--- src/rtl/mem_access.sv ---
// mem_access: MEM stage of the pipeline plus the MEM/WB pipeline register.
//
// Purpose:
//   Forms the data-memory word address. Flags misaligned and out-of-range
//   accesses. Builds the read-modify-write store word and the extended load
//   value. Registers the writeback bundle one cycle later.
//
// Ports:
//   clk, reset      rising-edge clock; asynchronous active-high reset
//   valid           EX/MEM slot holds a live instruction
//   memOp[3:0]      0 none, 1 lw, 2 lh, 3 lhu, 4 lb, 5 lbu, 6 sw, 7 sh, 8 sb (9-15 none)
//   addr[31:0]      byte address from the ALU
//   storeData[31:0] forwarded rt value
//   pc[31:0]        instruction PC
//   regAddr[4:0]    destination register
//   regWrite        destination write intent
//   aluResult[31:0] writeback value for non-load instructions
//   flush           turns this cycle's capture into a bubble
//   memOut[31:0]    asynchronous word read data from data memory
//   memW            data-memory write enable
//   memRa[31:0]     data-memory word address
//   memWd[31:0]     data-memory write word
//   wbValid, wbRegWrite, wbRegAddr[4:0], wbData[31:0], wbPc[31:0], wbExc
//                   registered MEM/WB outputs

module mem_access #(
  parameter int DM_WORDS = 3072
) (
  input  logic        clk,
  input  logic        reset,
  input  logic        valid,
  input  logic [3:0]  memOp,
  input  logic [31:0] addr,
  input  logic [31:0] storeData,
  input  logic [31:0] pc,
  input  logic [4:0]  regAddr,
  input  logic        regWrite,
  input  logic [31:0] aluResult,
  input  logic        flush,
  input  logic [31:0] memOut,
  output logic        memW,
  output logic [31:0] memRa,
  output logic [31:0] memWd,
  output logic        wbValid,
  output logic        wbRegWrite,
  output logic [4:0]  wbRegAddr,
  output logic [31:0] wbData,
  output logic [31:0] wbPc,
  output logic        wbExc
);

  localparam logic [3:0] OP_LW  = 4'd1;
  localparam logic [3:0] OP_LH  = 4'd2;
  localparam logic [3:0] OP_LHU = 4'd3;
  localparam logic [3:0] OP_LB  = 4'd4;
  localparam logic [3:0] OP_LBU = 4'd5;
  localparam logic [3:0] OP_SW  = 4'd6;
  localparam logic [3:0] OP_SH  = 4'd7;
  localparam logic [3:0] OP_SB  = 4'd8;

  // One bit wider than the address, so a full 32-bit address compares
  // correctly against the top of memory.
  localparam logic [32:0] ADDR_LIMIT = {DM_WORDS[30:0], 2'b00};

  logic        is_load;
  logic        is_store;
  logic        err;
  logic [15:0] lane_half;
  logic [7:0]  lane_byte;
  logic [31:0] load_data;

  logic        wb_valid_d, wb_valid_q;
  logic        wb_reg_write_d, wb_reg_write_q;
  logic [4:0]  wb_reg_addr_d, wb_reg_addr_q;
  logic [31:0] wb_data_d, wb_data_q;
  logic [31:0] wb_pc_d, wb_pc_q;
  logic        wb_exc_d, wb_exc_q;

  assign memRa = {addr[31:2], 2'b00};

  always_comb begin
    is_load  = (memOp == OP_LW) || (memOp == OP_LH) || (memOp == OP_LHU) ||
               (memOp == OP_LB) || (memOp == OP_LBU);
    is_store = (memOp == OP_SW) || (memOp == OP_SH) || (memOp == OP_SB);
    err = 1'b0;
    if (((memOp == OP_LW) || (memOp == OP_SW)) && (addr[1:0] != 2'b00))
      err = 1'b1;
    if (((memOp == OP_LH) || (memOp == OP_LHU) || (memOp == OP_SH)) && addr[0])
      err = 1'b1;
    if ((is_load || is_store) && ({1'b0, addr} >= ADDR_LIMIT))
      err = 1'b1;
  end

  assign memW = valid && is_store && !err && !flush;

  // Sub-word stores merge into the word currently held in memory.
  always_comb begin
    memWd = memOut;
    case (memOp)
      OP_SW: memWd = storeData;
      OP_SH: begin
        if (addr[1]) memWd[31:16] = storeData[15:0];
        else         memWd[15:0]  = storeData[15:0];
      end
      OP_SB: begin
        case (addr[1:0])
          2'd0:    memWd[7:0]   = storeData[7:0];
          2'd1:    memWd[15:8]  = storeData[7:0];
          2'd2:    memWd[23:16] = storeData[7:0];
          default: memWd[31:24] = storeData[7:0];
        endcase
      end
      default: memWd = memOut;
    endcase
  end

  always_comb begin
    lane_half = addr[1] ? memOut[31:16] : memOut[15:0];
    case (addr[1:0])
      2'd0:    lane_byte = memOut[7:0];
      2'd1:    lane_byte = memOut[15:8];
      2'd2:    lane_byte = memOut[23:16];
      default: lane_byte = memOut[31:24];
    endcase
    case (memOp)
      OP_LH:   load_data = {{16{lane_half[15]}}, lane_half};
      OP_LHU:  load_data = {16'h0000, lane_half};
      OP_LB:   load_data = {{24{lane_byte[7]}}, lane_byte};
      OP_LBU:  load_data = {24'h000000, lane_byte};
      default: load_data = memOut;
    endcase
  end

  // Next MEM/WB contents. Both a flush and an empty slot produce an all-zero bubble.
  always_comb begin
    wb_valid_d     = 1'b0;
    wb_reg_write_d = 1'b0;
    wb_reg_addr_d  = 5'd0;
    wb_data_d      = 32'd0;
    wb_pc_d        = 32'd0;
    wb_exc_d       = 1'b0;
    if (valid && !flush) begin
      wb_valid_d     = 1'b1;
      wb_reg_write_d = regWrite && !err;
      wb_reg_addr_d  = regAddr;
      wb_data_d      = is_load ? load_data : aluResult;
      wb_pc_d        = pc;
      wb_exc_d       = err;
    end
  end

  always_ff @(posedge clk or posedge reset) begin
    if (reset) begin
      wb_valid_q     <= 1'b0;
      wb_reg_write_q <= 1'b0;
      wb_reg_addr_q  <= 5'd0;
      wb_data_q      <= 32'd0;
      wb_pc_q        <= 32'd0;
      wb_exc_q       <= 1'b0;
    end else begin
      wb_valid_q     <= wb_valid_d;
      wb_reg_write_q <= wb_reg_write_d;
      wb_reg_addr_q  <= wb_reg_addr_d;
      wb_data_q      <= wb_data_d;
      wb_pc_q        <= wb_pc_d;
      wb_exc_q       <= wb_exc_d;
    end
  end

  assign wbValid    = wb_valid_q;
  assign wbRegWrite = wb_reg_write_q;
  assign wbRegAddr  = wb_reg_addr_q;
  assign wbData     = wb_data_q;
  assign wbPc       = wb_pc_q;
  assign wbExc      = wb_exc_q;

endmodule

--- config.mk ---
export PLATFORM = sky130hd
export DESIGN_NAME = mem_access
export DESIGN_NICKNAME = d
export VERILOG_FILES = /design/src/rtl/mem_access.sv
export SDC_FILE = /design/constraint.sdc
export NUM_CORES = 1
export LEC_CHECK = 0
export ABC_CLOCK_PERIOD_IN_PS = 3560
export CAP_MARGIN = 20
export CORE_MARGIN = 2
export CORE_UTILIZATION = 32
export CTS_CLUSTER_SIZE = 20
export DETAILED_ROUTE_END_ITERATION = 6
export GPL_ROUTABILITY_DRIVEN = 0
export PLACE_DENSITY_LB_ADDON = 0.08
export SYNTH_ARGS = -nofsm -noshare
export SYNTH_HDL_FRONTEND = slang
export SYNTH_SLANG_ARGS = --single-unit
--- constraint.sdc ---
create_clock -name clk -period 3.56 [get_ports clk]
set_input_delay 1.068 -clock clk [delete_from_list [all_inputs] [get_ports clk]]
set_output_delay 1.068 -clock clk [all_outputs]
set_load 0.02 [all_outputs]
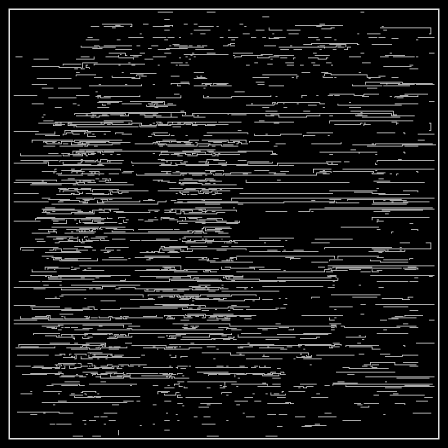
**Above:** run 1 (M1 wires).
nets with wire on the layer = 792
longest straight run = 57.0 um
wire length on this layer = 7100 um
main direction = horizontal
share of all routed wire = 40%

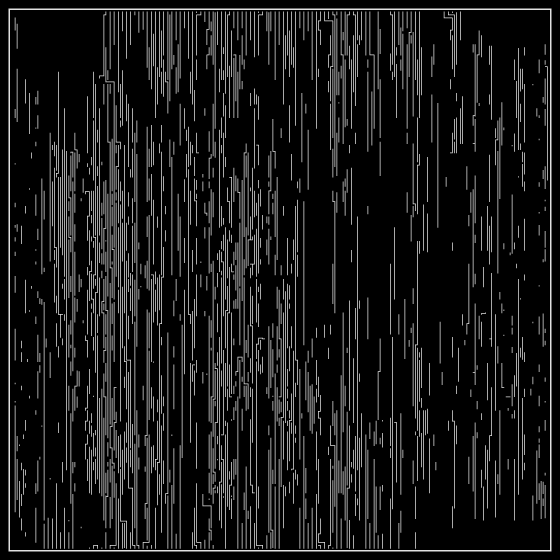
**Above:** run 1 (metal 2).
longest straight run = 71.1 um
wire length on this layer = 8920 um
main direction = vertical
nets with wire on the layer = 802
share of all routed wire = 50%

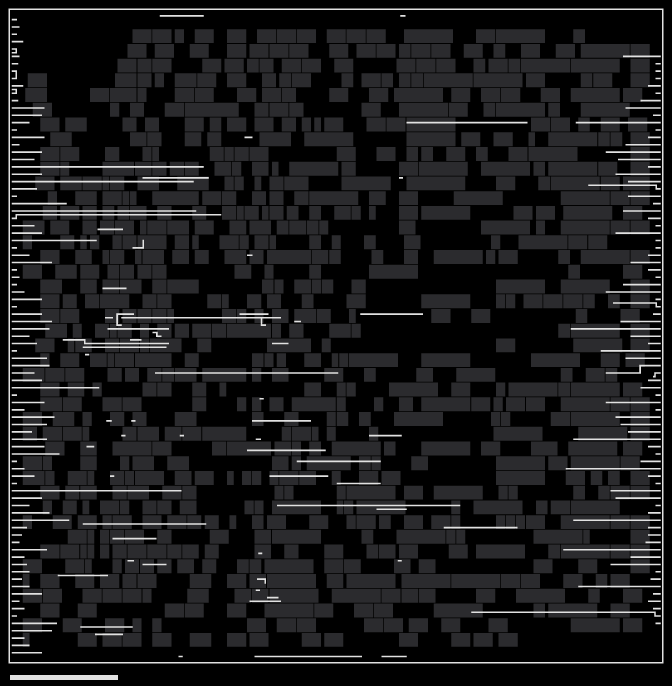
**Above:** run 1 (met3 routing).
The bar under the picture is 20 um long.
main direction = horizontal
share of all routed wire = 7.5%
wire length on this layer = 1330 um
longest straight run = 37.7 um

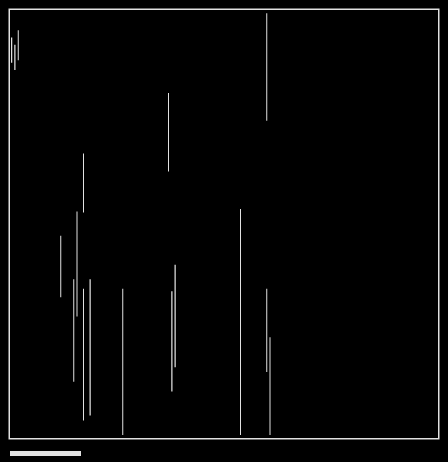
**Above:** run 1 (metal 4).
The bar under the picture is 20 um long.
share of all routed wire = 2.5%
nets with wire on the layer = 17

## run 1: metal layers
layer	vias up	track usage
met5	-	0
met1	2224	0.293
met4	0	0.102
met3	34	0.0557
met2	248	0.417
li1	2212	-
## run 1: flip-flops by register name, summed over array words and instances, names as in the netlist
name,cells
wbData,32
wbPc,32
wbRegAddr,5
wbExc,1
wbRegWrite,1
wbValid,1
## run 1: logic make-up (layout without fill, tap and decap cells)
family	count (synthesis)	after routing	synth area share
buf+inv	78	404	0.104
xor+xnor	1	1	0.00202
simple gates	114	114	0.160
compound gates	147	147	0.235
mux	25	25	0.0831
flops	72	72	0.415
other cells	1	2	0.000864
## run 1: layout make-up
class	count	area [um2]
Clock inverter	5	56.3
Sequential cell	72	1800
Inverter	13	48.8
Timing Repair Buffer	375	3480
Multi-Input combinational cell	289	2220
Tap cell	176	220
Clock buffer	11	243
Fill cell	1147	5170
## run 1: report_power, final
group          total [mW]  internal, mW  switching (mW)
clock network       0.876         0.559           0.317
registers           0.864         0.854         0.00948
logic               0.792         0.431           0.361
total                2.53          1.84           0.687
## run 1: path summary, 6_finish.rpt
path	cells after the start	from	slack [ps]	endpoint
worst max-delay path	7	memOp[1]	-50	memWd[15]
worst min-delay path	2	reset	1150	wbPc[0]
max in group asynchronous	3	reset	1760	wbData[17]
min in group clk	3	regWrite	1280	wbRegWrite
## run 1: critical path, stage by stage
cell     delay, ps
buf_6           90
or4b_4         610
nor3b_4        230
or2_1          180
buf_6          140
o21ai_2         70
buf_6          140
## run 1: layout by cell type, fill, tap and decap left out, types with 6 or more instances in the layout
cell type and count:
o21ai_2 6, and2_1 37, a32oi_1 6, or2_2 16
clkbuf_2 6, a221o_1 11, inv_1 12, mux4_2 8
clkdlybuf4s50_1 245, o221ai_1 7, clkbuf_16 9, buf_6 17
nor2_1 7, mux2_2 7, o21ai_0 40, a21oi_1 28
buf_4 88, a22oi_1 8, buf_2 13, dfrtp_1 72
nand2_1 16, mux2i_1 9, a22o_1 20
## run 1: what timing repair did
action                     in CTS  in global routing
resized                       186                 32
pin swaps                      10                  7
cloned                          0                  0
setup endpoints to repair      33                 30
buffers inserted                1                  2
==> GITHUB_STEP_SUMMARY, run 1 <==
## PnR job results

| Metric | Value |
|---|---|
| Status | finished with violations |
| Failing checks | setup timing |
| Clock Path Buffers | 2 |
| Hold WC Path Type | in2async |
| Iter 0 DRT Violations | roughly 300 |
| GRT Total Usage | 0.243 |
| Pwr/cell area | roughly 310 nW/um2 |
| Layout cells sized above 1 | 0.269 |
| Asr flop ratio synth | 1.00 |
| Pin count of the biggest net entering global routing | 61 |
| Row count | 42 |
| Root Buffer | clkbuf_16 |
| Final Hold Slack | 1150 ps |
| Post-synth top area cell | dfrtp_1 |
| Worst setup margin | -45.5 ps |
| Fmax | 277 MHz |
| CTS Sinks | 72 |
| Placed Instances | around 920 |
| Final setup viols | 14 |
| Seq share, synth | 0.415 |
| Die height | 120 um |
| Synthesis area per yosys | 4340 um2 |
| Post-synth top cells | 72 x dfrtp_1, 42 x o21ai_0, 38 x and2_1 |
| Min Tclk post-route | 3610 ps |
| Tool warnings | 29 |
==> run 2, diff against run 1 <==
- CORE_AREA: unset -> 2 2 122 124
- CORE_MARGIN: 2 -> unset
- CORE_UTILIZATION: 32 -> unset
- CTS_BUF_LIST: unset -> sky130_fd_sc_hd__clkbuf_8
- DIE_AREA: unset -> 0 0 124 126
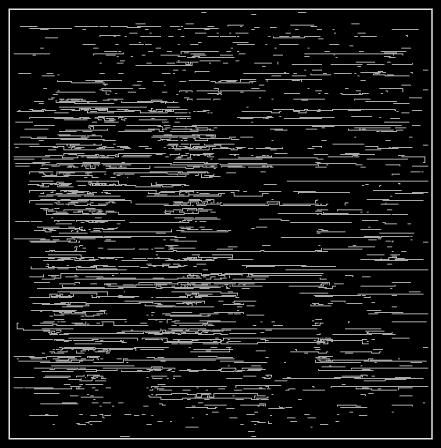
**Above:** run 2 (M1 wires).
wire length on this layer = 7030 um
share of all routed wire = 38%
longest straight run = 61.6 um
main direction = horizontal

==> run 2 against run 1 <==
  * The run still ends with setup timing left
  * Cell count rose by 0.43%
  * Synthesized cell count unchanged
  * Via count down 0.40%
  * Clock power shrank about 30%
  * Clock-buffer cell count up 1
  * Worst hold slack lost 73 ps
  * Synthesized area is the same
  * Largest power group is now registers
  * First-iteration DRC count increased by 0.33%
  * Die area up 7.7%
==> GITHUB_STEP_SUMMARY, run 2 <==
## PnR job results

| Metric | Value |
|---|---|
| Fill cells | about 1300 |
| Root Buffer | clkbuf_8 |
| Layout cells sized above 1 | 0.268 |
| Fmax | 278 MHz |
| Worst setup margin | -42.3 ps |
| Seq share, synth | 0.415 |
| Die height | 126 um |
| WL/cell | 19.4 um |
| Slew headroom | 0.663 |
| GRT Total Usage | 0.231 |
| Tool warnings | 29 |
| Num ports | just over 300 |
| Iter 0 DRT Violations | 302 |
| Pwr/cell area | 286 nW/um2 |
| Area of the multi-input gates | 2210 um2 |
| Post-synth top area cell | dfrtp_1 |
| Max-Cap Viols | 0 |
| Hold WC Path Type | in2async |
| Ys cells | roughly 440 |
| Most used logic cell in the final layout | clkdlybuf4s50_1 |
| Worst Path Max Fanout | 6 |
| Min Tclk post-route | 3600 ps |
| Clock Path Buffers | 2 |
| Failing checks | setup timing |
| Flop area | 1800 um2 |
| Asr flop ratio synth | 1.00 |
| Avg Synthesized Cell Area | 9.90 um2 |
| Synthesis area per yosys | 4340 um2 |
| Final setup viols | 15 |
| Most frequent cells in the layout | 245 x clkdlybuf4s50_1, 82 x buf_4, 72 x dfrtp_1, 40 x o21ai_0, 37 x and2_1 |
| Status | finished with violations |
| Post-synth top cells | 72 x dfrtp_1, 42 x o21ai_0, 38 x and2_1 |
| CTS Sinks | 72 |
| Pin count of the biggest net entering global routing | 61 |
| Row count | 44 |
| CP endpoint kind | output pin |
| Initial Util | 0.303 |
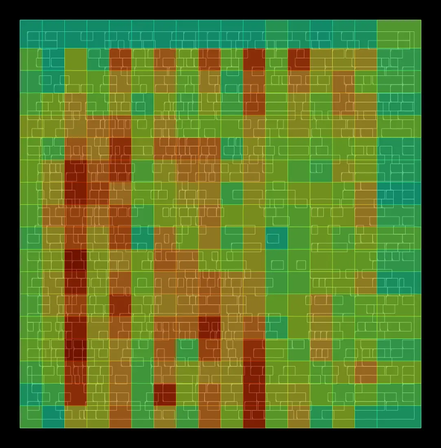
**Above:** run 2 (routing congestion map).
GRT busiest layer: met2
GRT met2 Usage: 0.401
met3 Use GR: 0.0643
Final Util: 0.553

[run 2: layout make-up]
| class | instances | area share |
|---|---|---|
| Timing Repair Buffer | 371 | 0.434 |
| Clock inverter | 4 | 0.00348 |
| Clock buffer | 12 | 0.0209 |
| Multi-Input combinational cell | 289 | 0.279 |
| Tap cell | 184 | 0.0291 |
| Inverter | 13 | 0.00617 |
| Sequential cell | 72 | 0.228 |
[run 2: worst max-delay path, cell delays in order]
cell and delay, ps:
buf_8 100, or4b_4 610, nor3b_4 250, or2_4 170, buf_6 130, o21ai_2 60, buf_6 140
[run 2: report_power, final]
part           switching [mW]  internal [mW]
sequential            0.00961          0.853
combinational           0.362          0.428
clock                   0.300          0.308
total                   0.672           1.59
[run 2: routing by layer]
| layer | share of wire | wire length (um) | global-route usage |
|---|---|---|---|
| met3 | 0.098 | 1790 | 0.0643 |
| met4 | 0.022 | 408 | 0.0787 |
| met5 | 0.0010 | 19 | 0 |
| met2 | 0.50 | 9090 | 0.401 |
| met1 | 0.38 | 7030 | 0.271 |
[run 2: stage by stage]
step / instances / setup slack (ps) / TNS (ps) / power [mW] / hold slack, ps
2_1_floorplan: 439 / -37.1 / -308 / 1.22 / 1180
3_3_place_gp: 923 / -970 / -25590 / 1.66 / 1460
3_5_place_dp: 923 / -1060 / -26030 / 1.66 / 1460
4_1_cts: 943 / -109 / -1030 / 2.28 / 1070
5_1_grt: 945 / -93.1 / -1160 / 2.37 / 1120
6_report: 945 / -42.3 / -459 / 2.26 / 1080
[run 2: worst max-delay path by stage]
stage	start	endpoint	slack, ps	cells past startpoint
2_1_floorplan	memOp[0]	memWd[10]	-40	7
3_5_place_dp	addr[28]	memW	-1060	6
4_1_cts	memOp[1]	memWd[10]	-110	7
5_1_grt	memOp[0]	memWd[12]	-90	7
6_report	memOp[0]	memWd[11]	-40	7
3_3_place_gp	addr[28]	memW	-970	6
[run 2: logic make-up (layout without fill, tap and decap cells)]
kind of cell | Yosys count | count (layout) | share of synthesized area
other cells | 1 | 2 | 0.000864
compound gates | 147 | 147 | 0.235
mux | 25 | 25 | 0.0831
buf+inv | 78 | 400 | 0.104
xor+xnor | 1 | 1 | 0.00202
simple gates | 114 | 114 | 0.160
flops | 72 | 72 | 0.415
[run 2: timing repair]
item                       4_1_cts  5_1_grt
resized                        191       26
setup endpoints to repair       33       33
pin swaps                       11        6
buffers inserted                 3        1
gates cloned                     1        0
hold endpoints to repair         0        0
No activity file was given, so power comes from the tool's default toggle rates.
